`src/rtl/shiftrow_enc_stream.sv`:
```
// Byte-stream to 128-bit AES state deserialiser with forward ShiftRows and a
// small output FIFO on a valid/ready port, feeding the encrypt round datapath.
module shiftrow_enc_stream #(
   parameter int FIFO_DEPTH = 2
) (
   input  logic                          clk,
   input  logic                          rst,
   input  logic [7:0]                    in_byte,
   input  logic                          in_valid,
   output logic                          in_ready,
   output logic [127:0]                  out_state,
   output logic                          out_valid,
   input  logic                          out_ready,
   output logic                          busy,
   output logic [$clog2(FIFO_DEPTH):0]   fifo_cnt
);

   localparam int PW = $clog2(FIFO_DEPTH);
   localparam int CW = PW + 1;

   // Byte k sits at row k%4, column k/4; output (r,c) takes input (r,(c+r)%4).
   function automatic logic [127:0] shift_rows(input logic [127:0] st);
      logic [127:0] res;
      int           src;
      res = 128'd0;
      for (int k = 0; k < 16; k++) begin
         src = (k % 4) + 4 * (((k / 4) + (k % 4)) % 4);
         res[127 - 8*k -: 8] = st[127 - 8*src -: 8];
      end
      return res;
   endfunction

   logic [3:0]    cnt_r;
   logic [7:0]    asm_r [16];
   logic [127:0]  mem_r [FIFO_DEPTH];
   logic [PW-1:0] wr_ptr_r;
   logic [PW-1:0] rd_ptr_r;
   logic [CW-1:0] occ_r;
   logic [127:0]  block_s;
   logic          accept_s;
   logic          push_s;
   logic          pop_s;

   // Completing byte bypasses the assembly register so the push happens this cycle.
   always_comb begin
      block_s = 128'd0;
      for (int k = 0; k < 15; k++) begin
         block_s[127 - 8*k -: 8] = asm_r[k];
      end
      block_s[7:0] = in_byte;
   end

   assign in_ready  = (cnt_r != 4'd15) | (occ_r < CW'(FIFO_DEPTH));
   assign accept_s  = in_valid & in_ready;
   assign push_s    = accept_s & (cnt_r == 4'd15);
   assign pop_s     = out_valid & out_ready;
   assign out_valid = (occ_r != {CW{1'b0}});
   assign out_state = mem_r[rd_ptr_r];
   assign busy      = (cnt_r != 4'd0);
   assign fifo_cnt  = occ_r;

   // Byte counter and assembly slots.
   always_ff @(posedge clk) begin
      if (rst) begin
         cnt_r <= 4'd0;
         for (int k = 0; k < 16; k++) begin
            asm_r[k] <= 8'd0;
         end
      end else if (accept_s) begin
         cnt_r        <= cnt_r + 4'd1;
         asm_r[cnt_r] <= in_byte;
      end else begin
         cnt_r <= cnt_r;
      end
   end

   // FIFO storage, pointers and occupancy.
   always_ff @(posedge clk) begin
      if (rst) begin
         wr_ptr_r <= {PW{1'b0}};
         rd_ptr_r <= {PW{1'b0}};
         occ_r    <= {CW{1'b0}};
         for (int i = 0; i < FIFO_DEPTH; i++) begin
            mem_r[i] <= 128'd0;
         end
      end else begin
         if (push_s) begin
            mem_r[wr_ptr_r] <= shift_rows(block_s);
            wr_ptr_r        <= wr_ptr_r + PW'(1);
         end
         if (pop_s) begin
            rd_ptr_r <= rd_ptr_r + PW'(1);
         end
         case ({push_s, pop_s})
            2'b10:   occ_r <= occ_r + CW'(1);
            2'b01:   occ_r <= occ_r - CW'(1);
            default: occ_r <= occ_r;
         endcase
      end
   end

endmodule

```
`config.mk`:
```
export PLATFORM = sky130hd
export DESIGN_NAME = shiftrow_enc_stream
export DESIGN_NICKNAME = d
export VERILOG_FILES = /design/src/rtl/shiftrow_enc_stream.sv
export SDC_FILE = /design/constraint.sdc
export NUM_CORES = 1
export LEC_CHECK = 0
export CAP_MARGIN = 30
export CORE_ASPECT_RATIO = 1.2
export CORE_UTILIZATION = 55
export DETAILED_ROUTE_END_ITERATION = 8
export PLACE_DENSITY = 0.77
export SLEW_MARGIN = 10
export SYNTH_ARGS = -nofsm -noshare
export SYNTH_HDL_FRONTEND = slang
export SYNTH_SLANG_ARGS = --single-unit
```
`constraint.sdc`:
```
create_clock -name clk -period 7 [get_ports clk]
set_clock_uncertainty 0.2 [all_clocks]
set_input_delay 0.7 -clock clk [delete_from_list [all_inputs] [get_ports clk]]
set_output_delay 0.7 -clock clk [all_outputs]
set_load 0.01 [all_outputs]
```
==> summary.txt <==
outcome - complete, no violations
Mapped Nets - 1206
top-count cell post-synth - edfxtp_1
fin. max-slew vios - 0
Via-to-Cell Ratio - 5.47
Reg clk slew, reported paths - 0.06 ns
final tally of hold violations - 0
Total Wirelength - 34500 microns
Vias - 9428
part of the power in combinational logic - 0.054
Comb group - 0.257 mW
met1 usage - 0.295
H-tree depth - 2
Req. time, crit path - 6.10 ns
minimum clock period after layout - 3.90 ns
CTS Sinks - 385
Cell area leaders - edfxtp_1, mux2_2, nor2_1
sequential cell power - 2.64 mW
Post-CTS Setup Bufs - 0
yosys stat area - 0.0165 sq mm
count of tool warnings - 29
total global-route track usage - 0.228
met1 WL - 13100 microns
Max Clk Rate - 0.256 GHz
synthesis warning total - 0
[registers in the layout, indices dropped and copies added (netlist names), named ones only]
name      flops
fifo_cnt      2
cnt_r         4
asm_r       120
mem_r       256
wr_ptr_r      1
rd_ptr_r      1
[final timing paths]
path / slack (ns) / endpoint
worst max-delay path: 3.10 / out_state[52]
worst min-delay path: 0.31 / wr_ptr_r
worst max register to register: 3.43 / mem_r[1][31]
worst min register to register: 0.31 / wr_ptr_r
[cell families (layout without fill, tap and decap cells)]
| family | count (synthesis) | in the layout | synth area share |
|---|---|---|---|
| and+or+nand+nor | 565 | 565 | 0.179 |
| DFF | 385 | 385 | 0.694 |
| muxes | 129 | 129 | 0.0878 |
| buffers and inverters | 82 | 226 | 0.0259 |
| AOI/OAI and AO/OA | 20 | 20 | 0.00832 |
| adders and majority gates | 5 | 5 | 0.00378 |
| xor gates and xnor gates | 3 | 3 | 0.00159 |
| other | 0 | 1 | 0 |
[layout make-up]
type                    count  area, sq um  share of cell area
inverters                   2         7.51            0.000388
multi-input cells         722         4660               0.241
well taps                 390          488              0.0252
flip-flops and latches    385        11500               0.594
clock buffers              42          987              0.0511
diodes                      1         2.50            0.000129
clock inverters            25          138             0.00712
repair buffers            157         1570              0.0811
[cell usage in the layout (no fill, tap or decap), types with 2 or more instances in the layout]
cell and count:
nand3_1 2, a21o_1 11, nand2_1 26, clkinv_2 7, inv_1 2, a21oi_1 3, nand2b_4 3, or3_1 3
or2_2 6, nor3_1 4, o21ai_0 2, and2_1 33, nor2_1 236, nor3b_1 8, o31ai_1 2, clkdlybuf4s50_1 143
nand2b_1 123, nor3b_2 8, mux2_2 129, clkbuf_1 3, and4_1 2, clkbuf_16 39, ha_1 5, clkinv_1 15
dfxtp_1 8, buf_4 11, xnor2_1 2, or3b_2 2, edfxtp_1 376, nor2_2 100
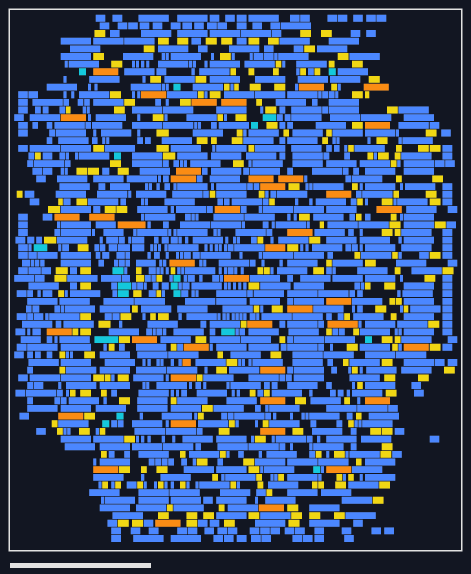
(images/sizing.png)
Bar = 50 microns.
- cyan: x3 and x4 (cells 19)
- orange: x6 and larger (cells 43)
- yellow: x2 (cells 254)
- blue: x1 and smaller (cells 1017)

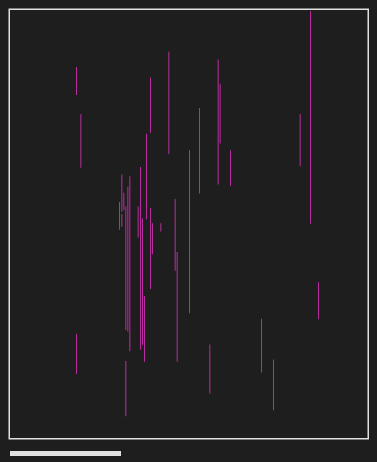
(images/m4.png)
Bar = 50 microns.
- wire length on this layer: 1150 microns
- longest straight run: 95.2 microns
- share of all routed wire: 3.3%

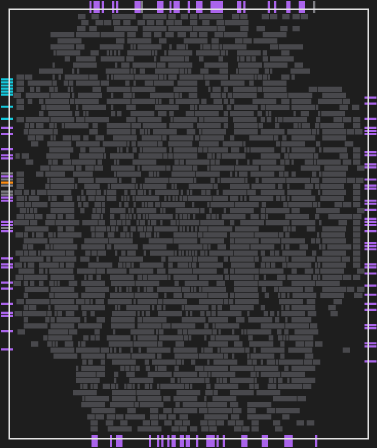
(images/pinout.png)
Pins as bars across the die edge, other pins in grey.
- orange: out_valid (pins 1; direction output; edge left)
- purple: out_state (pins 128; direction output; edge 37 top, 35 bottom, 35 right, 21 left)
- cyan: in_byte (pins 8; direction input; edge left)
- all pins by edge: 39 top, 36 left, 35 bottom, 35 right

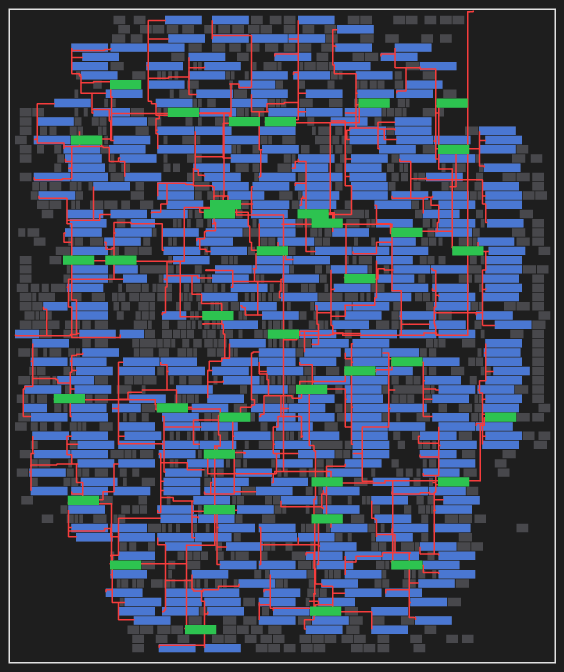
(images/clock_wires.png)
- blue: flip-flops (count 385)
- green: clock-net drivers (count 37)
- red: clock wires (length 3990 microns)
- flops lie: spread over the die
- routed clock nets: 38

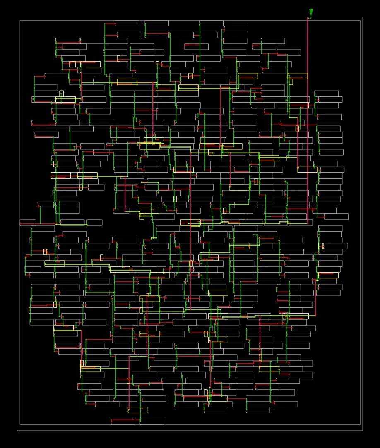
(images/clock_nets.png)
CLK BUF: 42
clk pwr: 1.86 mW
FFs & Latches: 385
CTS buffer count: 37
Worst-Skew Late Latency: 0.52 ns

Power figures rest on the tool's default switching activity, not on a simulated workload.
